===== src/rtl/bin2bcd_seq.sv =====
// -----------------------------------------------------------------------------
// bin2bcd_seq -- sequential 16-bit binary to 4-digit packed BCD converter.
//
// Converts one unsigned 16-bit value using the double-dabble algorithm.
// Each conversion runs one iteration per clock, 16 clocks in total.
// A conversion is accepted when the block is IDLE and in_valid is high.
// The result registers (bcd, overflow) change only at completion, so a
// display driven directly from bcd never sees partial scratch values.
//
// Ports:
//   clk        in   1   clock, rising edge
//   rst        in   1   synchronous active-high reset
//   in_valid   in   1   request: bin holds a value to convert
//   in_ready   out  1   IDLE and not in reset (combinational)
//   bin        in  16   unsigned binary value, sampled on acceptance only
//   out_valid  out  1   one-cycle pulse when bcd/overflow were just written
//   bcd        out 16   packed BCD, [15:12] thousands .. [3:0] units
//   overflow   out  1   last converted value was greater than 9999
//
// Build option:
//   BIN2BCD_SATURATE_EN  when defined, an overflowing result writes
//                        bcd = 16'h9999 instead of the value mod 10000.
// -----------------------------------------------------------------------------
module bin2bcd_seq (
    input  logic        clk,
    input  logic        rst,
    input  logic        in_valid,
    output logic        in_ready,
    input  logic [15:0] bin,
    output logic        out_valid,
    output logic [15:0] bcd,
    output logic        overflow
);

    typedef enum logic {
        IDLE  = 1'b0,
        SHIFT = 1'b1
    } state_e;

    state_e      state_q;
    logic [3:0]  cnt_q;
    logic [15:0] bin_q;
    logic [19:0] scr_q;
    logic [15:0] bcd_q;
    logic        ovf_q;
    logic        vld_q;

    logic [19:0] adj;
    logic [19:0] scr_d;
    logic [15:0] bin_d;
    logic        ovf_d;
    logic [15:0] bcd_d;

    // One double-dabble step: correct every digit >= 5, then shift the
    // combined {scratch, binary} register left by one bit.
    always_comb begin
        adj = scr_q;
        for (int i = 0; i < 5; i++) begin
            if (scr_q[i*4 +: 4] >= 4'd5)
                adj[i*4 +: 4] = scr_q[i*4 +: 4] + 4'd3;
        end
        {scr_d, bin_d} = {adj[18:0], bin_q, 1'b0};

        // Ten-thousands digit is only non-zero when the input exceeded 9999.
        ovf_d = |scr_d[19:16];
`ifdef BIN2BCD_SATURATE_EN
        bcd_d = ovf_d ? 16'h9999 : scr_d[15:0];
`else
        bcd_d = scr_d[15:0];
`endif
    end

    always_ff @(posedge clk) begin
        if (rst) begin
            state_q <= IDLE;
            cnt_q   <= 4'd0;
            bin_q   <= 16'd0;
            scr_q   <= 20'd0;
            bcd_q   <= 16'h0000;
            ovf_q   <= 1'b0;
            vld_q   <= 1'b0;
        end else begin
            vld_q <= 1'b0;
            case (state_q)
                IDLE: begin
                    if (in_valid) begin
                        bin_q   <= bin;
                        scr_q   <= 20'd0;
                        cnt_q   <= 4'd0;
                        state_q <= SHIFT;
                    end
                end
                SHIFT: begin
                    bin_q <= bin_d;
                    scr_q <= scr_d;
                    cnt_q <= cnt_q + 4'd1;
                    // Counter value 15 means this edge performs iteration 16.
                    if (cnt_q == 4'd15) begin
                        bcd_q   <= bcd_d;
                        ovf_q   <= ovf_d;
                        vld_q   <= 1'b1;
                        state_q <= IDLE;
                    end
                end
                default: state_q <= IDLE;
            endcase
        end
    end

    assign in_ready  = (state_q == IDLE) && !rst;
    assign out_valid = vld_q;
    assign bcd       = bcd_q;
    assign overflow  = ovf_q;

endmodule


===== config.mk =====
export PLATFORM = sky130hd
export DESIGN_NAME = bin2bcd_seq
export DESIGN_NICKNAME = d
export VERILOG_FILES = /design/src/rtl/bin2bcd_seq.sv
export SDC_FILE = /design/constraint.sdc
export NUM_CORES = 1
export LEC_CHECK = 0
export CORE_AREA = 2 2 79 81
export CTS_CLUSTER_DIAMETER = 60
export DETAILED_ROUTE_END_ITERATION = 16
export DIE_AREA = 0 0 81 83
export GPL_TIMING_DRIVEN = 0
export PLACE_DENSITY_LB_ADDON = 0.12
export SETUP_SLACK_MARGIN = 0.4
export SYNTH_ARGS = -nofsm -noshare
export SYNTH_HDL_FRONTEND = slang
export SYNTH_SLANG_ARGS = --single-unit

===== constraint.sdc =====
create_clock -name clk -period 2 [get_ports clk]
set_clock_uncertainty 0.15 [all_clocks]
set_input_delay 0.4 -clock clk [delete_from_list [all_inputs] [get_ports clk]]
set_output_delay 0.4 -clock clk [all_outputs]
set_load 0.01 [all_outputs]

==> impl_metrics.env <==
# source this file to load flow results
export IMPL_first_pass_iters=4
export IMPL_antenna_cells=0
export IMPL_worst_pin_slew_ps=544
export IMPL_powerDensity_nw_per_um2=668
export IMPL_die_w_um=81
export IMPL_cp_end_kind="output port"
export IMPL_rsz0062_at_grt="true"
export IMPL_finalInstanceArea_um2=3850
export IMPL_worst_path_stages=5
export IMPL_flop_cell="dfxtp_1"
export IMPL_edf_count=0
export IMPL_final_cell_mix="nor2_1, dfxtp_1, a21oi_1, mux2i_1"
export IMPL_grt_use_met3_pct=7.17
export IMPL_final_hold_viol_count=0
export IMPL_io_buffers=36
export IMPL_n_clock_buffer=15
export IMPL_inv_count=17
export IMPL_syn_nets=353
export IMPL_comb_area_share_pct=43.2
export IMPL_place_ws_ps=-929
export IMPL_routed_wl_met2_mm=3.41
export IMPL_power_uw=2570
export IMPL_dp_cells=434
export IMPL_synth_seq_share_pct=41.7
export IMPL_p_seq_share_pct=47.2
export IMPL_seq_area_share_pct=31.0
export IMPL_grt_max_degree=11
export IMPL_synthTopCellsByCount="dfxtp_1, nor2_1, a21oi_1"
export IMPL_seq_cells=59
export IMPL_yosysMostFrequentCell="dfxtp_1"
export IMPL_tool_warnings=33
export IMPL_slew_headroom_pct=63.7
export IMPL_cts_setup_buffers=9
export IMPL_yosysTopAreaCell="dfxtp_1"
export IMPL_taps=75
export IMPL_num_io_pins=38
export IMPL_min_path_cells=3
export IMPL_met1_length_mm=3.03
export IMPL_r2r_start="scr_q[8]"
export IMPL_fill_cells=519
export IMPL_cap_viol_max_count=0
export IMPL_peakVddDrop_mv=0.581
export IMPL_ys_cells=323
export IMPL_postSynthCellCount=323
export IMPL_rrSetupSlack_ps=400
export IMPL_holdWs_ps=310
export IMPL_nNonClkBuffers=74
export IMPL_chip_area_um2=6720
export IMPL_largest_class="logic gates"
export IMPL_dp_hpwl_mm=4.45
export IMPL_comb_power_share_pct=8.9
export IMPL_startpoint_type="register"
export IMPL_cts_hold_buf=0
export IMPL_combGateArea_um2=1660
export IMPL_fin_util_pct=66.2
export IMPL_avgRoutedWirePerCell_um=14.9
export IMPL_switching_share_pct=22.7
export IMPL_drt_iter0_drc=88
export IMPL_clkLatencyLatePin_ps=340
export IMPL_core_um2=5820
export IMPL_async_reset_ff_share_pct=0
export IMPL_hp_class="primary input to register"
export IMPL_top_cell_area_share_pct=41.7
export IMPL_mostFrequentLayoutCell="nor2_1"
export IMPL_crit_buf_inv=4
export IMPL_crit_required_ps=1450
export IMPL_area_growth_syn_to_layout_pct=35.9
export IMPL_endpoint="in_ready"
export IMPL_status="finished, final reports clean"
export IMPL_cts_htree_levels=3
export IMPL_fin_cells=466
export IMPL_pwr_share_clk_pct=43.9
export IMPL_die_y_um=83
export IMPL_ant_nets=0
[sequential cells by signal (all words and copies together), names as in the netlist]
signal     count
overflow       1
scr_q         20
bcd           16
bin_q         16
state_q        1
cnt_q          4
out_valid      1
[cells by family after synthesis]
group | count (synthesis) | synth area share, %
simple gates | 107 | 18.1
compound gates | 78 | 18.2
flops | 59 | 41.7
buf+inv | 39 | 6.41
mux | 24 | 9.10
fa+ha+maj | 11 | 4.86
xor+xnor | 5 | 1.55
[power groups by stage]
stage	logic [uW]	clock network [uW]	registers, uW
after global placement	199	0	1240
after global routing	250	1210	1220
after detailed placement	200	0	1240
after floorplan	123	0	1230
final	230	1130	1210
after CTS	214	1150	1210
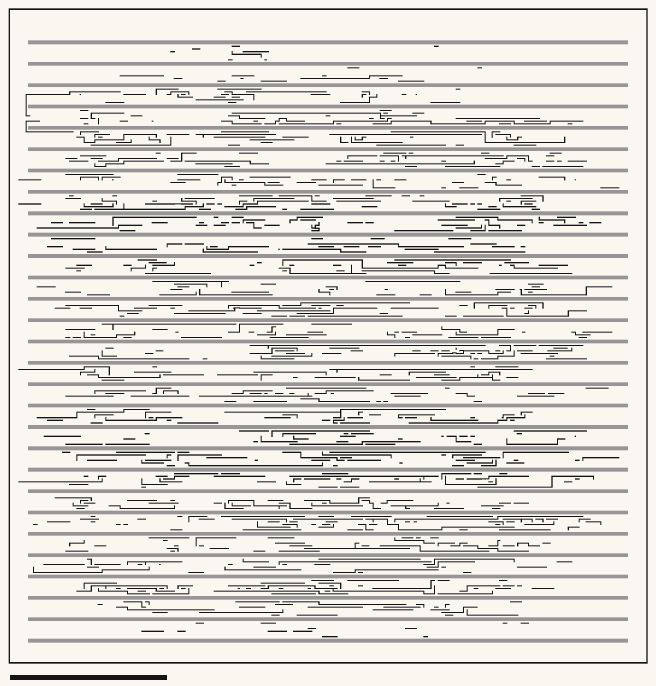
**Above:** the metal 1 layer.
Scale bar: 20 um. Supply wires on this layer in grey.
The longest straight run is 29.9 um. The wires run mostly horizontal. 373 nets have wire on it. The layer holds 44% of the routed length.
vias: 2495
Total Routed Length: 6.92 mm
GRT met1 Usage: 25.5%

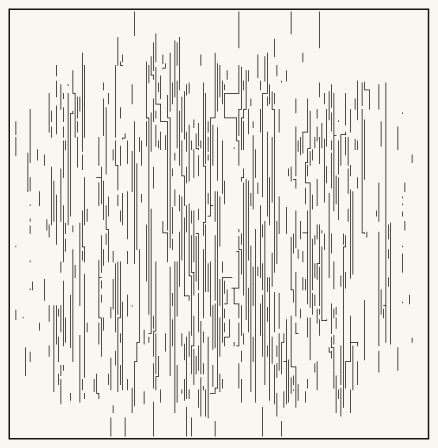
**Above:** metal 2.
336 nets have wire on it. The layer carries 3410 um of wire. The layer holds 49% of the routed length. The wires run mostly vertical. The longest straight run is 50.3 um.
met2 Usage GRT: 33.7%

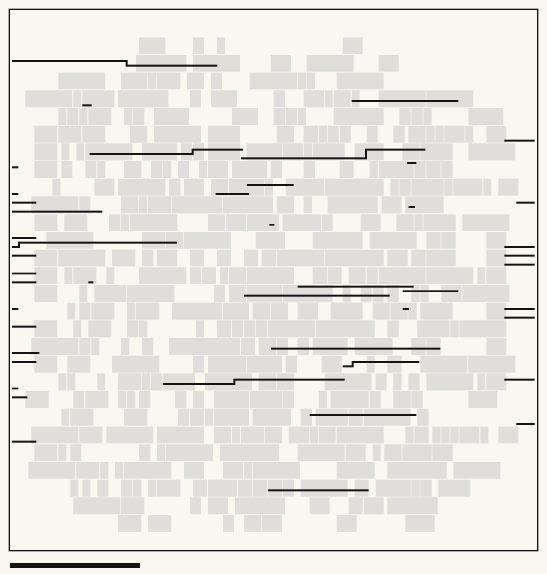
**Above:** metal 3.
Scale bar: 20 um.
The layer holds 5.4% of the routed length. The wires run mostly horizontal. The layer carries 374 um of wire. 35 nets have wire on it. The longest straight run is 25.8 um.

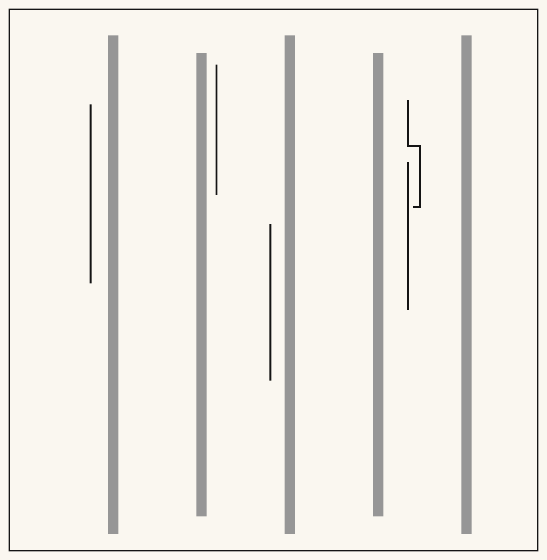
**Above:** M4 wires.
Supply wires on this layer in grey.
4 nets have wire on it. The wires run mostly vertical. The longest straight run is 27.2 um.

